`src/rtl/hazard_seq_unit_if.sv`:
```
// Pipeline-side hazard request/response bundle for hazard_seq_unit.
// The master is the pipeline control logic and the slave is the hazard sequencer.
interface hazard_seq_unit_if;
   logic       i_push_pc;
   logic       i_pop_pc;
   logic       i_branch_decision;
   logic       i_decode_imm;
   logic       i_exm_imm;
   logic       i_interrupt_call;
   logic       i_load_use;
   logic       o_flush_f_d;
   logic       o_stall_f_d;
   logic       o_flush_d_em;
   logic       o_stall_d_em;
   logic       o_stall_interrupt;
   logic       o_branch_decision;
   logic [1:0] o_state;
   logic       o_busy;

   modport master (
      output i_push_pc, i_pop_pc, i_branch_decision, i_decode_imm,
             i_exm_imm, i_interrupt_call, i_load_use,
      input  o_flush_f_d, o_stall_f_d, o_flush_d_em, o_stall_d_em,
             o_stall_interrupt, o_branch_decision, o_state, o_busy
   );

   modport slave (
      input  i_push_pc, i_pop_pc, i_branch_decision, i_decode_imm,
             i_exm_imm, i_interrupt_call, i_load_use,
      output o_flush_f_d, o_stall_f_d, o_flush_d_em, o_stall_d_em,
             o_stall_interrupt, o_branch_decision, o_state, o_busy
   );
endinterface

```
`src/rtl/hazard_seq_unit.sv`:
```
// Hazard sequencer: stalls D/EM for call/ret PC push/pop sequences and merges
// branch, load-use, immediate-word and interrupt-deferral hazards.
module hazard_seq_unit #(
   parameter int PUSH_CYCLES = 1,
   parameter int POP_CYCLES  = 1,
   parameter int CNT_W       = 4
) (
   input  logic                i_clk,
   input  logic                i_rst,
   hazard_seq_unit_if.slave    bus
);

   typedef enum logic [1:0] {
      ST_IDLE    = 2'd0,
      ST_WAIT    = 2'd1,
      ST_RELEASE = 2'd2
   } state_t;

   localparam logic [CNT_W-1:0] PUSH_N  = CNT_W'(PUSH_CYCLES);
   localparam logic [CNT_W-1:0] POP_N   = CNT_W'(POP_CYCLES);
   localparam logic [CNT_W-1:0] CNT_ONE = CNT_W'(1);
   localparam logic [CNT_W-1:0] CNT_ZERO = CNT_W'(0);

   state_t           state_r;
   state_t           state_nxt_s;
   logic [CNT_W-1:0] cnt_r;
   logic [CNT_W-1:0] cnt_nxt_s;
   logic             op_r;
   logic             op_nxt_s;
   logic             busy_r;

   logic             trigger_s;
   logic             trig_op_s;
   logic [CNT_W-1:0] trig_n_s;
   logic             release_pop_s;

   logic             flush_f_d_s;
   logic             stall_f_d_s;
   logic             flush_d_em_s;
   logic             stall_d_em_s;
   logic             stall_interrupt_s;
   logic             branch_decision_s;

   // Trigger decode: a call/ret is only accepted in IDLE, and pop has priority.
   always_comb begin
      trigger_s     = (state_r == ST_IDLE) && (bus.i_push_pc || bus.i_pop_pc);
      trig_op_s     = bus.i_pop_pc;
      trig_n_s      = bus.i_pop_pc ? POP_N : PUSH_N;
      release_pop_s = (state_r == ST_RELEASE) && op_r;
   end

   // Next-state, stall counter and op-flag logic.
   always_comb begin
      state_nxt_s = state_r;
      cnt_nxt_s   = cnt_r;
      op_nxt_s    = op_r;
      case (state_r)
         ST_IDLE: begin
            if (trigger_s) begin
               op_nxt_s = trig_op_s;
               if (trig_n_s == CNT_ONE) begin
                  state_nxt_s = ST_RELEASE;
               end else begin
                  state_nxt_s = ST_WAIT;
                  cnt_nxt_s   = trig_n_s - CNT_ONE;
               end
            end else begin
               state_nxt_s = ST_IDLE;
            end
         end
         ST_WAIT: begin
            cnt_nxt_s = cnt_r - CNT_ONE;
            if (cnt_r == CNT_ONE) begin
               state_nxt_s = ST_RELEASE;
            end else begin
               state_nxt_s = ST_WAIT;
            end
         end
         ST_RELEASE: begin
            state_nxt_s = ST_IDLE;
         end
         default: begin
            state_nxt_s = ST_IDLE;
            cnt_nxt_s   = CNT_ZERO;
         end
      endcase
   end

   // State register; busy mirrors the registered state so it never glitches.
   always_ff @(posedge i_clk) begin
      if (i_rst) begin
         state_r <= ST_IDLE;
         cnt_r   <= CNT_ZERO;
         op_r    <= 1'b0;
         busy_r  <= 1'b0;
      end else begin
         state_r <= state_nxt_s;
         cnt_r   <= cnt_nxt_s;
         op_r    <= op_nxt_s;
         busy_r  <= (state_nxt_s != ST_IDLE);
      end
   end

   // Hazard outputs; a D/EM stall wins over a branch-induced D/EM flush.
   always_comb begin
      flush_f_d_s       = 1'b0;
      stall_f_d_s       = 1'b0;
      flush_d_em_s      = 1'b0;
      stall_d_em_s      = 1'b0;
      stall_interrupt_s = 1'b0;
      branch_decision_s = 1'b0;
      if (!i_rst) begin
         stall_d_em_s      = trigger_s || (state_r == ST_WAIT);
         stall_f_d_s       = (state_r == ST_IDLE) && bus.i_load_use &&
                             !trigger_s && !bus.i_branch_decision;
         flush_f_d_s       = bus.i_branch_decision;
         branch_decision_s = bus.i_branch_decision || release_pop_s;
         flush_d_em_s      = (bus.i_branch_decision && !stall_d_em_s) ||
                             release_pop_s || stall_f_d_s || bus.i_exm_imm;
         stall_interrupt_s = bus.i_interrupt_call &&
                             (bus.i_decode_imm || busy_r || trigger_s);
      end else begin
         flush_f_d_s       = 1'b0;
         stall_f_d_s       = 1'b0;
         flush_d_em_s      = 1'b0;
         stall_d_em_s      = 1'b0;
         stall_interrupt_s = 1'b0;
         branch_decision_s = 1'b0;
      end
   end

   assign bus.o_flush_f_d       = flush_f_d_s;
   assign bus.o_stall_f_d       = stall_f_d_s;
   assign bus.o_flush_d_em      = flush_d_em_s;
   assign bus.o_stall_d_em      = stall_d_em_s;
   assign bus.o_stall_interrupt = stall_interrupt_s;
   assign bus.o_branch_decision = branch_decision_s;
   assign bus.o_state           = state_r;
   assign bus.o_busy            = busy_r;

endmodule

```
`src/flat_wrapper.sv`:
```
// flat-port wrapper written by rule: the top's interface ports become plain ports
module hazard_seq_unit_flat 
#(
   parameter int PUSH_CYCLES = 1,
   parameter int POP_CYCLES  = 1,
   parameter int CNT_W       = 4
)
  (i_clk, i_rst, bus_i_push_pc, bus_i_pop_pc, bus_i_branch_decision, bus_i_decode_imm, bus_i_exm_imm, bus_i_interrupt_call, bus_i_load_use, bus_o_flush_f_d, bus_o_stall_f_d, bus_o_flush_d_em, bus_o_stall_d_em, bus_o_stall_interrupt, bus_o_branch_decision, bus_o_state, bus_o_busy);
  hazard_seq_unit_if bus_i ();
  input  logic i_clk;
  input  logic i_rst;
  input wire logic [$bits(bus_i.i_push_pc)-1:0] bus_i_push_pc;
  input wire logic [$bits(bus_i.i_pop_pc)-1:0] bus_i_pop_pc;
  input wire logic [$bits(bus_i.i_branch_decision)-1:0] bus_i_branch_decision;
  input wire logic [$bits(bus_i.i_decode_imm)-1:0] bus_i_decode_imm;
  input wire logic [$bits(bus_i.i_exm_imm)-1:0] bus_i_exm_imm;
  input wire logic [$bits(bus_i.i_interrupt_call)-1:0] bus_i_interrupt_call;
  input wire logic [$bits(bus_i.i_load_use)-1:0] bus_i_load_use;
  output wire logic [$bits(bus_i.o_flush_f_d)-1:0] bus_o_flush_f_d;
  output wire logic [$bits(bus_i.o_stall_f_d)-1:0] bus_o_stall_f_d;
  output wire logic [$bits(bus_i.o_flush_d_em)-1:0] bus_o_flush_d_em;
  output wire logic [$bits(bus_i.o_stall_d_em)-1:0] bus_o_stall_d_em;
  output wire logic [$bits(bus_i.o_stall_interrupt)-1:0] bus_o_stall_interrupt;
  output wire logic [$bits(bus_i.o_branch_decision)-1:0] bus_o_branch_decision;
  output wire logic [$bits(bus_i.o_state)-1:0] bus_o_state;
  output wire logic [$bits(bus_i.o_busy)-1:0] bus_o_busy;
  assign bus_i.i_push_pc = bus_i_push_pc;
  assign bus_i.i_pop_pc = bus_i_pop_pc;
  assign bus_i.i_branch_decision = bus_i_branch_decision;
  assign bus_i.i_decode_imm = bus_i_decode_imm;
  assign bus_i.i_exm_imm = bus_i_exm_imm;
  assign bus_i.i_interrupt_call = bus_i_interrupt_call;
  assign bus_i.i_load_use = bus_i_load_use;
  assign bus_o_flush_f_d = bus_i.o_flush_f_d;
  assign bus_o_stall_f_d = bus_i.o_stall_f_d;
  assign bus_o_flush_d_em = bus_i.o_flush_d_em;
  assign bus_o_stall_d_em = bus_i.o_stall_d_em;
  assign bus_o_stall_interrupt = bus_i.o_stall_interrupt;
  assign bus_o_branch_decision = bus_i.o_branch_decision;
  assign bus_o_state = bus_i.o_state;
  assign bus_o_busy = bus_i.o_busy;
  hazard_seq_unit #(.PUSH_CYCLES(PUSH_CYCLES), .POP_CYCLES(POP_CYCLES), .CNT_W(CNT_W)) u_core (.i_clk(i_clk), .i_rst(i_rst), .bus(bus_i));
endmodule
```
`config.mk`:
```
export PLATFORM = sky130hd
export DESIGN_NAME = hazard_seq_unit_flat
export DESIGN_NICKNAME = d
export VERILOG_FILES = /design/src/rtl/hazard_seq_unit_if.sv /design/src/rtl/hazard_seq_unit.sv /design/src/flat_wrapper.sv
export SDC_FILE = /design/constraint.sdc
export NUM_CORES = 1
export LEC_CHECK = 0
export CORE_MARGIN = 8
export CORE_UTILIZATION = 30
export DETAILED_ROUTE_END_ITERATION = 10
export SLEW_MARGIN = 5
export SYNTH_ARGS = -nofsm -noshare
export SYNTH_HDL_FRONTEND = slang
export SYNTH_SLANG_ARGS = --single-unit
```
`constraint.sdc`:
```
create_clock -name i_clk -period 1.3 [get_ports i_clk]
set_input_delay 0.26 -clock i_clk [delete_from_list [all_inputs] [get_ports i_clk]]
set_output_delay 0.26 -clock i_clk [all_outputs]
set_load 0.05 [all_outputs]
```
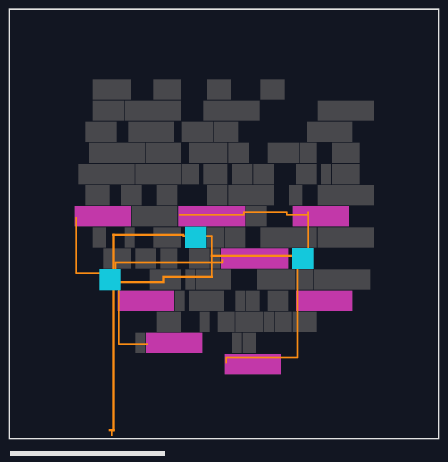
(run_1/clk_routes.png)
Bar = 20 um.
- orange: clock wires (length 154 um)
- cyan: clock drivers (count 3)
- magenta: flip-flops (count 8)
- routed clock nets: 4

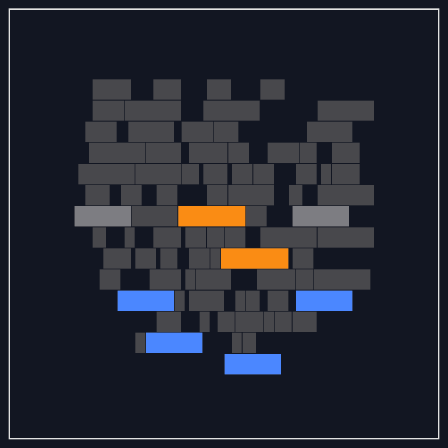
(run_1/flops_by_reg.png)
Other sequential cells in the stronger gray, the rest of the logic in the fainter gray.
- orange: `u_core.bus.o_state` (flops 2)
- blue: `u_core.cnt_r` (flops 4; where bottom middle)

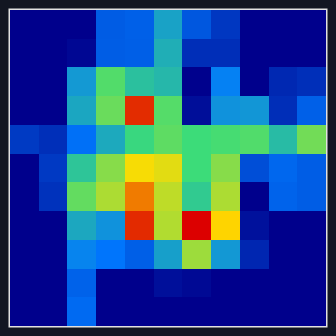
(run_1/metal_density.png)
The die is cut into 11 by 11 equal tiles; dark blue is low, red is high, scaled to the fullest tile. Values are wire area over tile area, all layers added.
- mean over tiles: 0.066
- tiles over half the peak: 18%
- emptiest ninth of the die: bottom right
- fullest tile: 0.29

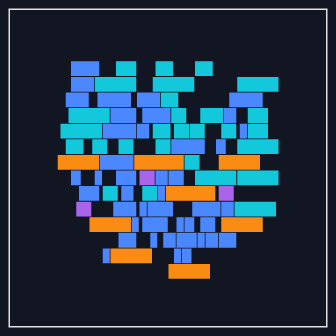
(run_1/placement_by_type.png)
- cyan: other buffers and delay cells (cells 28)
- blue: combinational and other logic (cells 43)
- purple: clock drivers (cells 3)
- orange: flops (cells 8)

==> summary.txt, run 1 <==
yosys + openroad results -> outcome=finished, violations left, failing checks=setup timing, maximum vdd drop=0.000568 V, post-layout period usage of the worst path=116%, synthesized area per cell=between 8 and 9 sq um, via count=484, antenna-violating nets left=0, Worst Setup End Kind=output port, Max Slew Vio Count=0, number of cells in Yosys stat=roughly 54, hold buffer count at cts=0, synthesized area=459 sq um, f_max=~660 MHz, slowest CP cell=dfxtp_4, Main area contributors=dfxtp_1 35%, nor2_1 8.2%, ha_1 5.4%, first-pass GRT wire length=roughly 1900 um, RD Place Congestion=0.745, Tool Warnings=30, chip height=between 50 and 60 um, DRC viols=0, Yosys warning count=0, Synth Seq Share=34.9%, worst path bufs/invs=1, DIE AREA=3040 sq um, DP HPWL=1010 um, area leader, netlist=dfxtp_1, global route overflow=0, final worst path period need=1.51 ns, worst setup path category=flop to output port, Worst-path clk slew=0.06 ns, WL per Instance=12.8 um, Routed WL=around 1300 um, power density over the cells=roughly 800 nW/um^2, layout cells sized above 1=52.4%, hold wc startpoint=u_core.cnt_r[3], Worst Path Max Fanout=4, routed vias/inst=a little under 5, Initial DRT Pass Iterations=5, final setup skew=0.00414 ns, TritonCTS clock tree=yes, CP delay by family, top=flip-flops, Mapped Cells=54, Max-Cap Viols=0, syn_nets=about 65, M3 GR Usage=4.81%, root buf cell=clkbuf_4, gr usage total=9.04%, Die W=55.1 um, filler cell count=124, Iter 0 DRT Violations=4, Slew @ Worst Pin=0.225 ns, Final Util=a little over three fifths, Core Density at Floorplan=31.2%, TritonCTS buffer count=3, port bufs=17, Slew headroom=84.8%, Nets=around 95, CP startpoint=u_core.bus.o_state[0], Hold Crit Class=flop to flop, critical-path cell list=and3b_2 > nor2_2 > a21oi_4 > buf_12, final setup vio count=7, final worst setup slack=-0.206 ns, largest net degree at the start of global routing=9, GRT Max-Usage Layer=met2, Latency at later pin=between 0.2 and 0.3 ns, I/O Pins=18, area reported by Yosys stat=between 400 and 500 sq um, vias in the first global route=between 400 and 500, Distinct cells, synth=27, Sink Count=8, R2R setup slack=-0.02 ns, met1 Use GR=10.5%, placeable core area=approximately 1500 sq um, area delta synth->final=100%, Longest Clk Path Bufs=2, Leak Pwr=~0.38 nW, Rows=14, Worst Path Arrival=1.25 ns, Final Hold Viols=0, # diodes=0, WHS=0.525 ns, Startpoint Class=flop, delay of the slowest critical-path stage=0.36 ns, H-tree depth=1, post-synth top area share=34.9%, M2 GR Usage=approximately an eighth, critical path required time=1.04 ns, Flops after synth=8, unrepaired setup endpoints after global routing=true, initial antenna violation count=0, Reg2Reg Launch Point=u_core.bus.o_state[1]
## run 1: per-stage QoR
| stage | TNS (ns) | std cells | setup slack, ns | power [W] | instance area [sq um] |
|---|---|---|---|---|---|
| 2_1_floorplan | -0.655 | 54 | -0.178 | 0.000396 | 542 |
| 3_3_place_gp | -1.82 | 93 | -0.334 | 0.000526 | 851 |
| 3_5_place_dp | -1.85 | 93 | -0.343 | 0.000528 | 851 |
| 4_1_cts | -1.04 | 97 | -0.229 | 0.000740 | 901 |
| 5_1_grt | -1.27 | 98 | -0.270 | 0.000778 | 920 |
| 6_report | -0.863 | 98 | -0.206 | 0.000736 | 920 |
## run 1: placed cells by master, fill, tap and decap left out, drive strengths merged, types with 2 or more instances in the layout
master / n
nand2b: 2
nor3: 3
clkbuf: 3
inv: 2
clkdlybuf4s50: 3
a21oi: 4
dlygate4sd2: 5
ha: 2
nor2b: 2
o21ai: 2
or3: 2
dfxtp: 8
nor2: 10
nand2: 2
buf: 20
## run 1: report_power, final
group	switching [W]	total, W	internal, W
clock	0.0000914	0.000197	0.000106
combinational	0.000133	0.000277	0.000144
sequential	0.0000103	0.000262	0.000251
## run 1: synth_stat cells, drive strengths merged
cell type / instances
a21bo: 1
a21boi: 1
a21oi: 4
a31oi: 1
and3: 1
and3b: 1
and4b: 1
buf: 1
clkbuf: 2
dfxtp: 8
ha: 2
inv: 2
mux2: 1
nand2: 2
nand2b: 2
nand3b: 1
nor2: 10
nor2b: 2
nor3: 3
nor4bb: 1
o21ai: 2
o22a: 1
o22ai: 1
or2b: 1
or3: 2
## run 1: registers in the layout, summed over array words and instances, names as in the netlist
register,count
u_core.cnt_r,4
u_core.bus.o_state,2
u_core.op_r,1
u_core.bus.o_busy,1
## run 1: worst min-delay path: cells and delay by family, from the launching register on
kind | cells | cell delay [ns]
AOI/OAI and AO/OA | 1 | 0.07
DFF | 1 | 0.32
and+or+nand+nor | 1 | 0.08
## run 1: logic make-up after synthesis
kind of cell    synth area share, %
simple gates                   34.1
compound gates                 15.0
flops                          34.9
buf+inv                        8.17
fa+ha+maj                      5.45
mux                            2.45
## run 1: worst paths after layout
path                            to  cells after the start
setup / recovery  bus_o_flush_d_em                      4
hold / removal     u_core.cnt_r[3]                      2
setup reg to reg   u_core.cnt_r[3]                      5
hold reg to reg    u_core.cnt_r[3]                      2
## run 1: layout make-up
class,count,area (sq um),share of cell area (%)
clock buffer,3,22.5,2.45
sequential,8,168,18.2
tap,16,20.0,2.18
timing repair buffer,28,340,37.0
multi-input combinational,41,362,39.3
inverter,2,7.51,0.816
## run 1: layer usage
layer,vias up,share of wire (%)
met5,-,0
met4,0,2.0
met3,2,6.2
met2,13,50
met1,224,42
li1,245,-
## run 1: timing repair
item	in CTS	in global routing
setup endpoints to repair	6	5
resized	12	3
pin swaps	4	4
setup buffers	1	1
==> run 1 -> run 2 <==
--- a/config.mk
+++ b/config.mk
@@ -5,7 +5,7 @@
 export SDC_FILE = /design/constraint.sdc
 export NUM_CORES = 1
 export LEC_CHECK = 0
-export CORE_MARGIN = 8
+export CORE_MARGIN = 2
 export CORE_UTILIZATION = 30
 export DETAILED_ROUTE_END_ITERATION = 10
 export SLEW_MARGIN = 5
==> constraint.sdc (replaced) <==
create_clock -name i_clk -period 1.6 [get_ports i_clk]
set_input_delay 0.32 -clock i_clk [delete_from_list [all_inputs] [get_ports i_clk]]
set_output_delay 0.32 -clock i_clk [all_outputs]
set_load 0.05 [all_outputs]
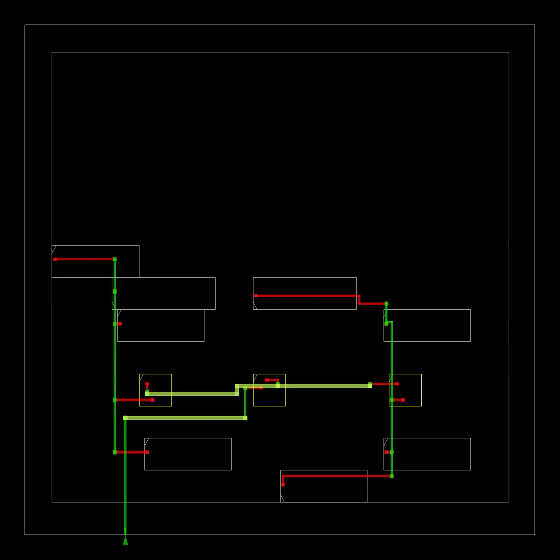
(run_2/clocks.png)
final setup skew: 0.00661 ns
Latency at later pin: 0.25 ns
flip-flops: 8
Sink Count: 8

==> run 2 against run 1 <==
Compared with the run above:
- the run now ends clean
- clock skew is 0.0025 ns higher
- clock power shrank 23%
- total power shrank 23%
- final area fell by 6.4%
- final cell count shrank 3.1%
- global-route usage rose by 3.8 points
- worst hold slack got worse by 0.0026 ns
- wire length down 16%
- largest cell class unchanged
- largest power group is now registers
==> summary.txt, run 2 <==
yosys + openroad results -> outcome=finished, final reports clean, worst setup path category=flop to output port, most used flip-flop cell after synthesis=dfxtp_1, most frequent cells in the layout=9 x buf_4, 8 x buf_12, 7 x nor2_1, asr flop ratio synth=0% (unchanged), antenna-violating nets left=0 (unchanged), Worst Path Max Fanout=6 (+2), synthesized area per cell=8.50 sq um (unchanged), global route overflow=0 (unchanged), logic area=342 sq um (-5.5%), Worst Setup End Kind=output port, DRC viols=0 (unchanged), post-synth top area share=34.9% (unchanged), Worst-path clk slew=0.06 ns (about the same), area delta synth->final=87.5%, Rows=14 (unchanged), max reg flops=4 (unchanged), Post-Layout Cell Count=95 (-3.1%), vias in the first global route=456 (+4.3%), DP HPWL=889 um (-12%), Die W=43.1 um (-22%), Hold Path End=u_core.op_r, largest net degree at the start of global routing=9 (unchanged), Placed Cells=91 (-2.2%), H-tree depth=1 (unchanged), routed vias/inst=4.86 (-1.5%), worst path bufs/invs=2 (+1), Core Density at Floorplan=31.2% (unchanged), synthesized area=459 sq um (unchanged), number of cells in Yosys stat=54 (unchanged), CP delay by family, top=flip-flops, Mapped Cells=54 (unchanged), WL per Instance=11.1 um (-13%), Leak Pwr=0.355 nW (-6.5%), DIE AREA=1860 sq um (-39%), critical-path cell list=buf_4 > nor2b_4 > o22ai_2 > a21oi_4 > buf_12, Initial DRT Pass Iterations=2 (-3), hold wc startpoint=bus_i_pop_pc, Nets=92 (-3.2%), final setup vio count=0 (-7), Final Hold Viols=0 (unchanged), Max Slew Vio Count=0 (unchanged), Max-Cap Viols=0 (unchanged), slowest CP cell=dfxtp_4, area leader, netlist=dfxtp_1, gr usage total=12.8% (+3.8 points), root buf cell=clkbuf_4, syn_nets=65 (unchanged), Iter 0 DRT Violations=4 (unchanged), Reg2Reg Capture Point=u_core.cnt_r[3], R2R setup slack=0.31 ns (+0.33 ns), via count=462 (-4.5%), Distinct cells, synth=27 (unchanged), Routed WL=1050 um (-16%), Slew @ Worst Pin=0.344 ns (+0.119 ns), Worst path depth=5 (+1), placeable core area=1470 sq um (unchanged), power density over the cells=656 nW/um^2 (-18%), layout cells sized above 1=46.8% (-5.6 points), Reg2Reg Depth=4 (-1), setup total negative slack=0 ns (+0.863 ns), Flops after synth=8 (unchanged), delay of the slowest critical-path stage=0.37 ns (about the same), TritonCTS buffer count=3 (unchanged), f_max=around 640 MHz, post-layout period usage of the worst path=97.2%, Yosys warning count=0 (unchanged), port bufs=17 (unchanged), most frequent cell after synthesis=nor2_1, Tool Warnings=28 (-6.7%), final worst path period need=1.56 ns, TritonCTS clock tree=yes, Top cell excl fill/tap=buf_4, Longest Clk Path Bufs=2 (unchanged), maximum vdd drop=0.000428 V (-25%), Slew headroom=76.9% (-7.9 points), hold buffer count at cts=0 (unchanged), initial antenna violation count=0 (unchanged), number of flops mapped to enable cells by yosys=0 (unchanged), RD Place Congestion=0.706 (-5.2%), critical path required time=1.28 ns (+0.24 ns), Most flops, register=u_core.cnt_r, Worst Path Arrival=1.24 ns (about the same), Startpoint Class=flop, first-pass GRT wire length=1820 um (-3.7%), Synth Seq Share=34.9% (unchanged), hold path cells=3 (+1), Flop area=168 sq um (unchanged), top cells by count, synth=10 x nor2_1, 8 x dfxtp_1, 4 x a21oi_1, 3 x nor3_1, # diodes=0 (unchanged), chip height=43.1 um (-22%), Reg2Reg Launch Point=u_core.bus.o_state[1], filler cell count=132 (+6.5%), unrepaired setup endpoints after global routing=true, Main area contributors=dfxtp_1 35%, nor2_1 8.2%, ha_1 5.4%, Pwr Total=0.000564 W (-23%), area reported by Yosys stat=459 sq um (unchanged), Hold Crit Class=input port to flop, I/O Pins=18 (unchanged)
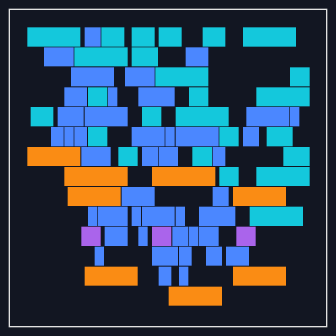
(run_2/placement_by_type.png)
fin area: 861 sq um
flop share of the area: 19.5%
Final Util: 58.5%

==> run 2: cell type report <==
| class | count | share of cell area, % |
|---|---|---|
| Multi-Input combinational cell | 41 | 39.7 |
| Sequential cell | 8 | 19.5 |
| Clock buffer | 3 | 2.62 |
| Timing Repair Buffer | 25 | 35.0 |
| Tap cell | 16 | 2.33 |
| Inverter | 2 | 0.872 |
==> run 2: logic make-up after synthesis <==
group           synth area share [%]
buf+inv                         8.17
mux                             2.45
fa+ha+maj                       5.45
simple gates                    34.1
compound gates                  15.0
flops                           34.9
==> run 2: timing repair <==
action / in CTS / in global routing
endpoints found under the setup margin: 5 / 3
setup buffers: 0 / 2
pin swaps: 4 / 4
resized: 12 / 3
==> run 2: worst max-delay path by stage <==
| stage | startpoint | to | slack, ns |
|---|---|---|---|
| after CTS | u_core.bus.o_state[1] | bus_o_stall_interrupt | 0.005 |
| after global routing | bus_i_pop_pc | bus_o_flush_d_em | -0.008 |
| after global placement | bus_i_push_pc | bus_o_flush_d_em | -0.17 |
| final | u_core.bus.o_state[1] | bus_o_flush_d_em | 0.04 |
| after floorplan | u_core.bus.o_state[0] | bus_o_flush_d_em | 0.0007 |
| after detailed placement | bus_i_pop_pc | bus_o_flush_d_em | -0.19 |
==> run 2: stage by stage <==
stage / hold WS (ns) / util (%) / setup WS [ns] / instance area, sq um
3_5_place_dp: 0.533 / 54.8 / -0.185 / 806
5_1_grt: 0.532 / 58.5 / -0.00839 / 861
6_report: 0.522 / 58.5 / 0.0446 / 861
3_3_place_gp: 0.511 / 54.8 / -0.170 / 806
4_1_cts: 0.515 / 57.7 / 0.00500 / 848
2_1_floorplan: 0.460 / - / 0.000670 / 518
==> run 2: layer usage <==
layer	up-vias	part of all wire (%)	routed length (um)	GRT usage, %
li1	237	-	-	-
met1	213	46	485	15.2
met2	12	49	513	22.1
met3	0	5.2	55	5.11
met4	0	0	0	1.82
met5	-	0	0	0
==> run 2: where the power goes <==
part           switching (W)  total, W  leakage (nW)  internal, W
registers         0.00000669  0.000211        0.0667     0.000204
logic               0.000102  0.000202         0.275    0.0000994
clock network      0.0000659  0.000152        0.0138    0.0000857
==> run 2: tightest hold or removal path: stages <==
cell,delay (ns)
dlygate4sd2_1,0.27
nand2_1,0.07
a21oi_1,0.06
Power is estimated from default activity; no workload was simulated.
